==> images/gate_families.png <==
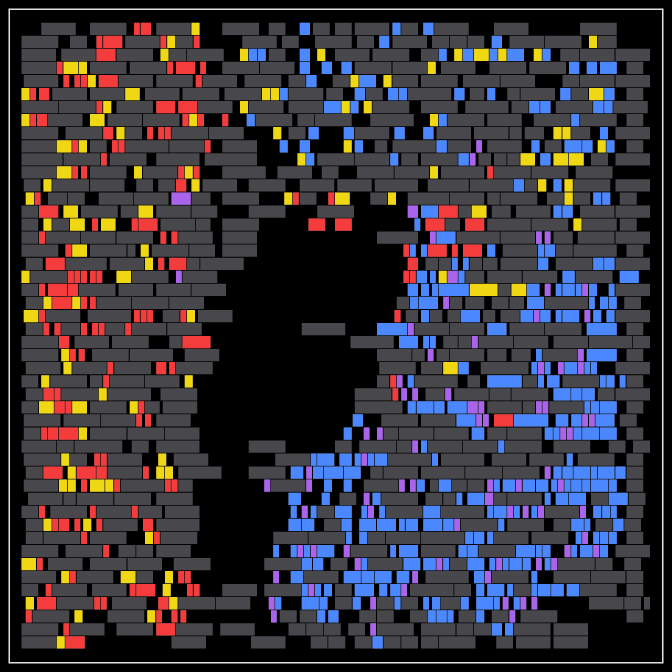
==> images/final_congestion.png <==
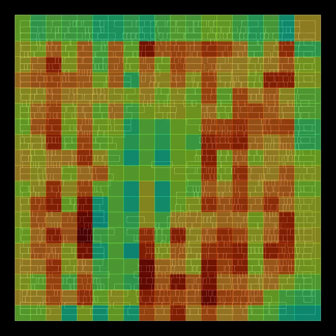
==> images/registers.png <==
The bar under the picture is 50 um long.
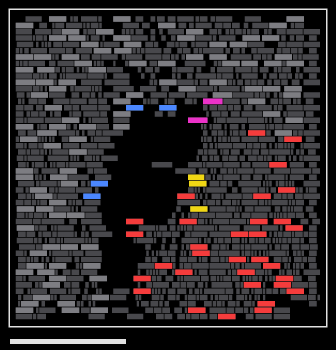
### src/rtl/mem_bus_arbiter.sv
// Shares one single-port memory bus between instruction fetch and load/store.
// Optional bus timeout with abort and error pulse: MEM_BUS_ARBITER_TIMEOUT_EN.
module mem_bus_arbiter #(
   parameter int unsigned ADDR_WIDTH      = 32,
   parameter int unsigned DATA_WIDTH      = 32,
   parameter int unsigned MAX_DATA_STREAK = 4,
   parameter int unsigned TIMEOUT_CYCLES  = 255
) (
   input  logic                  clk,
   input  logic                  rst_n,
   input  logic                  instruction_request_i,
   input  logic [ADDR_WIDTH-1:0] instruction_addr_i,
   input  logic                  flush_bus_i,
   output logic                  instruction_response_o,
   output logic [DATA_WIDTH-1:0] instruction_data_o,
   input  logic                  data_read_request_i,
   input  logic                  data_write_request_i,
   input  logic [ADDR_WIDTH-1:0] data_addr_i,
   input  logic [DATA_WIDTH-1:0] data_write_data_i,
   input  logic [3:0]            data_byte_enable_i,
   output logic                  data_response_o,
   output logic [DATA_WIDTH-1:0] data_read_data_o,
   output logic                  mem_read_o,
   output logic                  mem_write_o,
   output logic [ADDR_WIDTH-1:0] mem_addr_o,
   output logic [DATA_WIDTH-1:0] mem_write_data_o,
   output logic [3:0]            mem_byte_enable_o,
   input  logic                  mem_ack_i,
   input  logic [DATA_WIDTH-1:0] mem_read_data_i,
   output logic                  bus_error_o
);

   localparam int unsigned SW =
      (MAX_DATA_STREAK > 0) ? $clog2(MAX_DATA_STREAK + 1) : 1;
   localparam logic [SW-1:0] STREAK_MAX = SW'(MAX_DATA_STREAK);

   typedef enum logic [1:0] {
      IDLE,
      INSTR,
      DATA,
      DRAIN
   } state_e;

   state_e                state_q, state_d;
   logic [SW-1:0]         streak_q, streak_d;
   logic                  mem_read_q, mem_read_d;
   logic                  mem_write_q, mem_write_d;
   logic [ADDR_WIDTH-1:0] mem_addr_q, mem_addr_d;
   logic [DATA_WIDTH-1:0] mem_wdata_q, mem_wdata_d;
   logic [3:0]            mem_be_q, mem_be_d;
   logic                  instr_rsp_q, instr_rsp_d;
   logic [DATA_WIDTH-1:0] instr_data_q, instr_data_d;
   logic                  data_rsp_q, data_rsp_d;
   logic [DATA_WIDTH-1:0] data_rdata_q, data_rdata_d;

   logic data_req;
   logic instr_ok;
   logic fetch_prio;
   logic grant_data;
   logic grant_instr;
   logic timeout;

   // A flushed fetch is not a candidate, so it cannot block a waiting load/store.
   assign data_req    = data_read_request_i | data_write_request_i;
   assign instr_ok    = instruction_request_i & ~flush_bus_i;
   assign fetch_prio  = instr_ok && (MAX_DATA_STREAK != 0)
                        && (streak_q == STREAK_MAX);
   assign grant_data  = (state_q == IDLE) && data_req && !fetch_prio;
   assign grant_instr = (state_q == IDLE) && instr_ok && !grant_data;

   always_comb begin
      streak_d = streak_q;
      if (!instruction_request_i || grant_instr) begin
         streak_d = '0;
      end else if (grant_data && (streak_q != STREAK_MAX)) begin
         streak_d = streak_q + 1'b1;
      end
   end

`ifdef MEM_BUS_ARBITER_TIMEOUT_EN
   localparam int unsigned TW = $clog2(TIMEOUT_CYCLES + 1);
   localparam logic [TW-1:0] TO_LAST = TW'(TIMEOUT_CYCLES - 1);

   logic [TW-1:0] to_cnt_q, to_cnt_d;
   logic          bus_error_q, bus_error_d;

   assign timeout = (state_q != IDLE) && !mem_ack_i
                    && (to_cnt_q == TO_LAST);

   always_comb begin
      to_cnt_d    = to_cnt_q + 1'b1;
      bus_error_d = timeout;
      if ((state_q == IDLE) || mem_ack_i || timeout) begin
         to_cnt_d = '0;
      end
   end

   always_ff @(posedge clk) begin
      if (!rst_n) begin
         to_cnt_q    <= '0;
         bus_error_q <= 1'b0;
      end else begin
         to_cnt_q    <= to_cnt_d;
         bus_error_q <= bus_error_d;
      end
   end

   assign bus_error_o = bus_error_q;
`else
   assign timeout     = 1'b0;
   assign bus_error_o = 1'b0;
`endif

   always_comb begin
      state_d      = state_q;
      mem_read_d   = mem_read_q;
      mem_write_d  = mem_write_q;
      mem_addr_d   = mem_addr_q;
      mem_wdata_d  = mem_wdata_q;
      mem_be_d     = mem_be_q;
      instr_rsp_d  = 1'b0;
      instr_data_d = instr_data_q;
      data_rsp_d   = 1'b0;
      data_rdata_d = data_rdata_q;

      unique case (state_q)
         IDLE: begin
            if (grant_data) begin
               state_d    = DATA;
               mem_addr_d = data_addr_i;
               if (data_write_request_i) begin
                  mem_write_d = 1'b1;
                  mem_wdata_d = data_write_data_i;
                  mem_be_d    = data_byte_enable_i;
               end else begin
                  mem_read_d  = 1'b1;
                  mem_wdata_d = '0;
                  mem_be_d    = 4'hF;
               end
            end else if (grant_instr) begin
               state_d     = INSTR;
               mem_read_d  = 1'b1;
               mem_addr_d  = instruction_addr_i;
               mem_wdata_d = '0;
               mem_be_d    = 4'hF;
            end
         end

         INSTR: begin
            if (mem_ack_i || timeout) begin
               state_d    = IDLE;
               mem_read_d = 1'b0;
               if (!flush_bus_i) begin
                  instr_rsp_d  = 1'b1;
                  instr_data_d = mem_ack_i ? mem_read_data_i : '0;
               end
            end else if (flush_bus_i) begin
               state_d = DRAIN;
            end
         end

         DATA: begin
            if (mem_ack_i) begin
               state_d     = IDLE;
               mem_read_d  = 1'b0;
               mem_write_d = 1'b0;
               data_rsp_d  = 1'b1;
               if (mem_read_q) begin
                  data_rdata_d = mem_read_data_i;
               end
            end else if (timeout) begin
               state_d      = IDLE;
               mem_read_d   = 1'b0;
               mem_write_d  = 1'b0;
               data_rsp_d   = 1'b1;
               data_rdata_d = '0;
            end
         end

         DRAIN: begin
            // Abandoned fetch: wait out the bus, throw the word away.
            if (mem_ack_i || timeout) begin
               state_d    = IDLE;
               mem_read_d = 1'b0;
            end
         end

         default: begin
            state_d = IDLE;
         end
      endcase
   end

   always_ff @(posedge clk) begin
      if (!rst_n) begin
         state_q      <= IDLE;
         streak_q     <= '0;
         mem_read_q   <= 1'b0;
         mem_write_q  <= 1'b0;
         mem_addr_q   <= '0;
         mem_wdata_q  <= '0;
         mem_be_q     <= 4'h0;
         instr_rsp_q  <= 1'b0;
         instr_data_q <= '0;
         data_rsp_q   <= 1'b0;
         data_rdata_q <= '0;
      end else begin
         state_q      <= state_d;
         streak_q     <= streak_d;
         mem_read_q   <= mem_read_d;
         mem_write_q  <= mem_write_d;
         mem_addr_q   <= mem_addr_d;
         mem_wdata_q  <= mem_wdata_d;
         mem_be_q     <= mem_be_d;
         instr_rsp_q  <= instr_rsp_d;
         instr_data_q <= instr_data_d;
         data_rsp_q   <= data_rsp_d;
         data_rdata_q <= data_rdata_d;
      end
   end

   assign mem_read_o             = mem_read_q;
   assign mem_write_o            = mem_write_q;
   assign mem_addr_o             = mem_addr_q;
   assign mem_write_data_o       = mem_wdata_q;
   assign mem_byte_enable_o      = mem_be_q;
   assign instruction_response_o = instr_rsp_q;
   assign instruction_data_o     = instr_data_q;
   assign data_response_o        = data_rsp_q;
   assign data_read_data_o       = data_rdata_q;

endmodule
### config.mk
export PLATFORM = sky130hd
export DESIGN_NAME = mem_bus_arbiter
export DESIGN_NICKNAME = d
export VERILOG_FILES = /design/src/rtl/mem_bus_arbiter.sv
export SDC_FILE = /design/constraint.sdc
export NUM_CORES = 1
export LEC_CHECK = 0
export ABC_AREA = 1
export CAP_MARGIN = 20
export CORE_MARGIN = 2
export CORE_UTILIZATION = 35
export CTS_CLUSTER_DIAMETER = 80
export DETAILED_ROUTE_END_ITERATION = 16
export PLACE_DENSITY = 0.72
export SLEW_MARGIN = 20
export SYNTH_ARGS = -nofsm -noshare
export SYNTH_HDL_FRONTEND = slang
export SYNTH_SLANG_ARGS = --single-unit
### constraint.sdc
create_clock -name clk -period 1.5 [get_ports clk]
set_clock_uncertainty 0.2 [all_clocks]
set_input_delay 0.3 -clock clk [delete_from_list [all_inputs] [get_ports clk]]
set_output_delay 0.3 -clock clk [all_outputs]
set_load 0.1 [all_outputs]
==> impl_metrics.ini <==
; implementation run metrics
[outcome]
status = finished with violations
violations = setup timing

[placed_design]
dp.cells = 1336
io_buffers = 274

[final_timing]
setup_slack_ns = -0.210
slew_violations = 0
setup_viol = 126
fin_crit_ns = 1.71
hold_viol_final = 0
rsz0062_at_grt = yes

[synthesis]
top_cell = nor2_1
synthCells = 841
flop_cell = dfxtp_1
yosys-stat-area_sq_um = 6080
ys_seq_frac = 0.464
yosysWarnings = 0
yosysTopAreaCell = dfxtp_1
top_logic_kind = simple AND/OR/NAND/NOR gates
mux_share = 0
synth_async_sr_flop_share = 0
common_cells = 143 x nor2_1, 141 x dfxtp_1, 122 x nand2_1, 103 x nand3_1, 70 x o21ai_0
synth.distinct_cells = 25

[final_layout]
postLayoutCellArea_sq_um = 13000
seq_cells = 141
num-clock-buffers = 19
final_cell_mix = 160 x buf_12, 133 x dfxtp_2, 133 x clkdlybuf4s50_1
clkCellAreaFrac = 0.0445
fillers = 1021
drive_gt1_frac = 0.480
buf_share = 0.422

[clock_network]
clkTransAtPathRegs_ns = 0.06
cts.path.max_buffers = 2
clock_latency_ns = 0.41
h-tree-depth = 4
cts_resized = 163
hold_buffers = 0

[grt]
grt_max_degree = 48
grtUsageMet1 = 0.260
gr-total-overflow = 0
grt_pass1_wl_um = 34400
use_met2 = 0.407

[setup_path]
path_buffers = 4
critical_path.top_delay_family = simple AND/OR/NAND/NOR gates
required_ns = 1.61
worstSetupEndpointType = flip-flop
crit_path_cell_trace = inv_4 > nand2_4 > nor2_4 > buf_12 > nand2_8 > clkbuf_16 > nand2_4 > nand3_2 > nand2_1 > inv_1
slowest_delay_ns = 0.37
startpoint_type = flip-flop

[route]
m1WireLength_um = 9460
dr_total_vias = 7249
via_per_inst = 5.19

[die]
floorplan.core_util = 0.355
dieWidth_um = 136
tapCellCount = 225
die_h_um = 136

[run]
tool_warnings = 30

[pwr]
p_switching_mw = 9.74
swShare = 0.454
Notes on gate_families.png above:
legend:
  NOR gates:
    color: red
    cells: 152
  inverters:
    color: purple
    cells: 81
  inverting AOI/OAI gates:
    color: yellow
    cells: 105
    where: spread over the die
  NAND gates:
    color: blue
    cells: 291
logic share of the area: 0.257
Layout Cells excl Fill: 1397
dominant logic cell type in the layout: buf_12

Notes on final_congestion.png above:
Layout Utilization: 0.762
met3 usage: 0.102
WL/cell: 19.0 um
gr busiest metal: met2
Total GRT Usage: 0.237

Notes on registers.png above:
legend:
  `mem_byte_enable_o`:
    color: blue
    sequential_cells: 4
  `streak_q`:
    color: yellow
    sequential_cells: 3
  `mem_addr_o`:
    color: red
    sequential_cells: 32
  `state_q`:
    color: magenta
    sequential_cells: 2
Register Area: 3010 sq um
P_seq: 5.12 mW
sequential cell area share: 0.231

worst paths after layout:
check,from,to,slack [ns],cells past startpoint
hold reg to reg,mem_write_data_o[17],mem_write_data_o[17],0.29,2
setup reg to reg,state_q[0],mem_addr_o[7],-0.21,10
setup / recovery,state_q[0],mem_addr_o[7],-0.21,10
hold / removal,instruction_request_i,streak_q[1],0.13,4
state kept, by name, indices dropped and copies added (netlist names):
| name | count |
|---|---|
| mem_read_o | 1 |
| instruction_response_o | 1 |
| mem_addr_o | 32 |
| streak_q | 3 |
| state_q | 2 |
| mem_write_o | 1 |
| mem_byte_enable_o | 4 |
| mem_write_data_o | 32 |
| instruction_data_o | 32 |
| data_response_o | 1 |
| data_read_data_o | 32 |
Power and IR drop assume default switching activity.
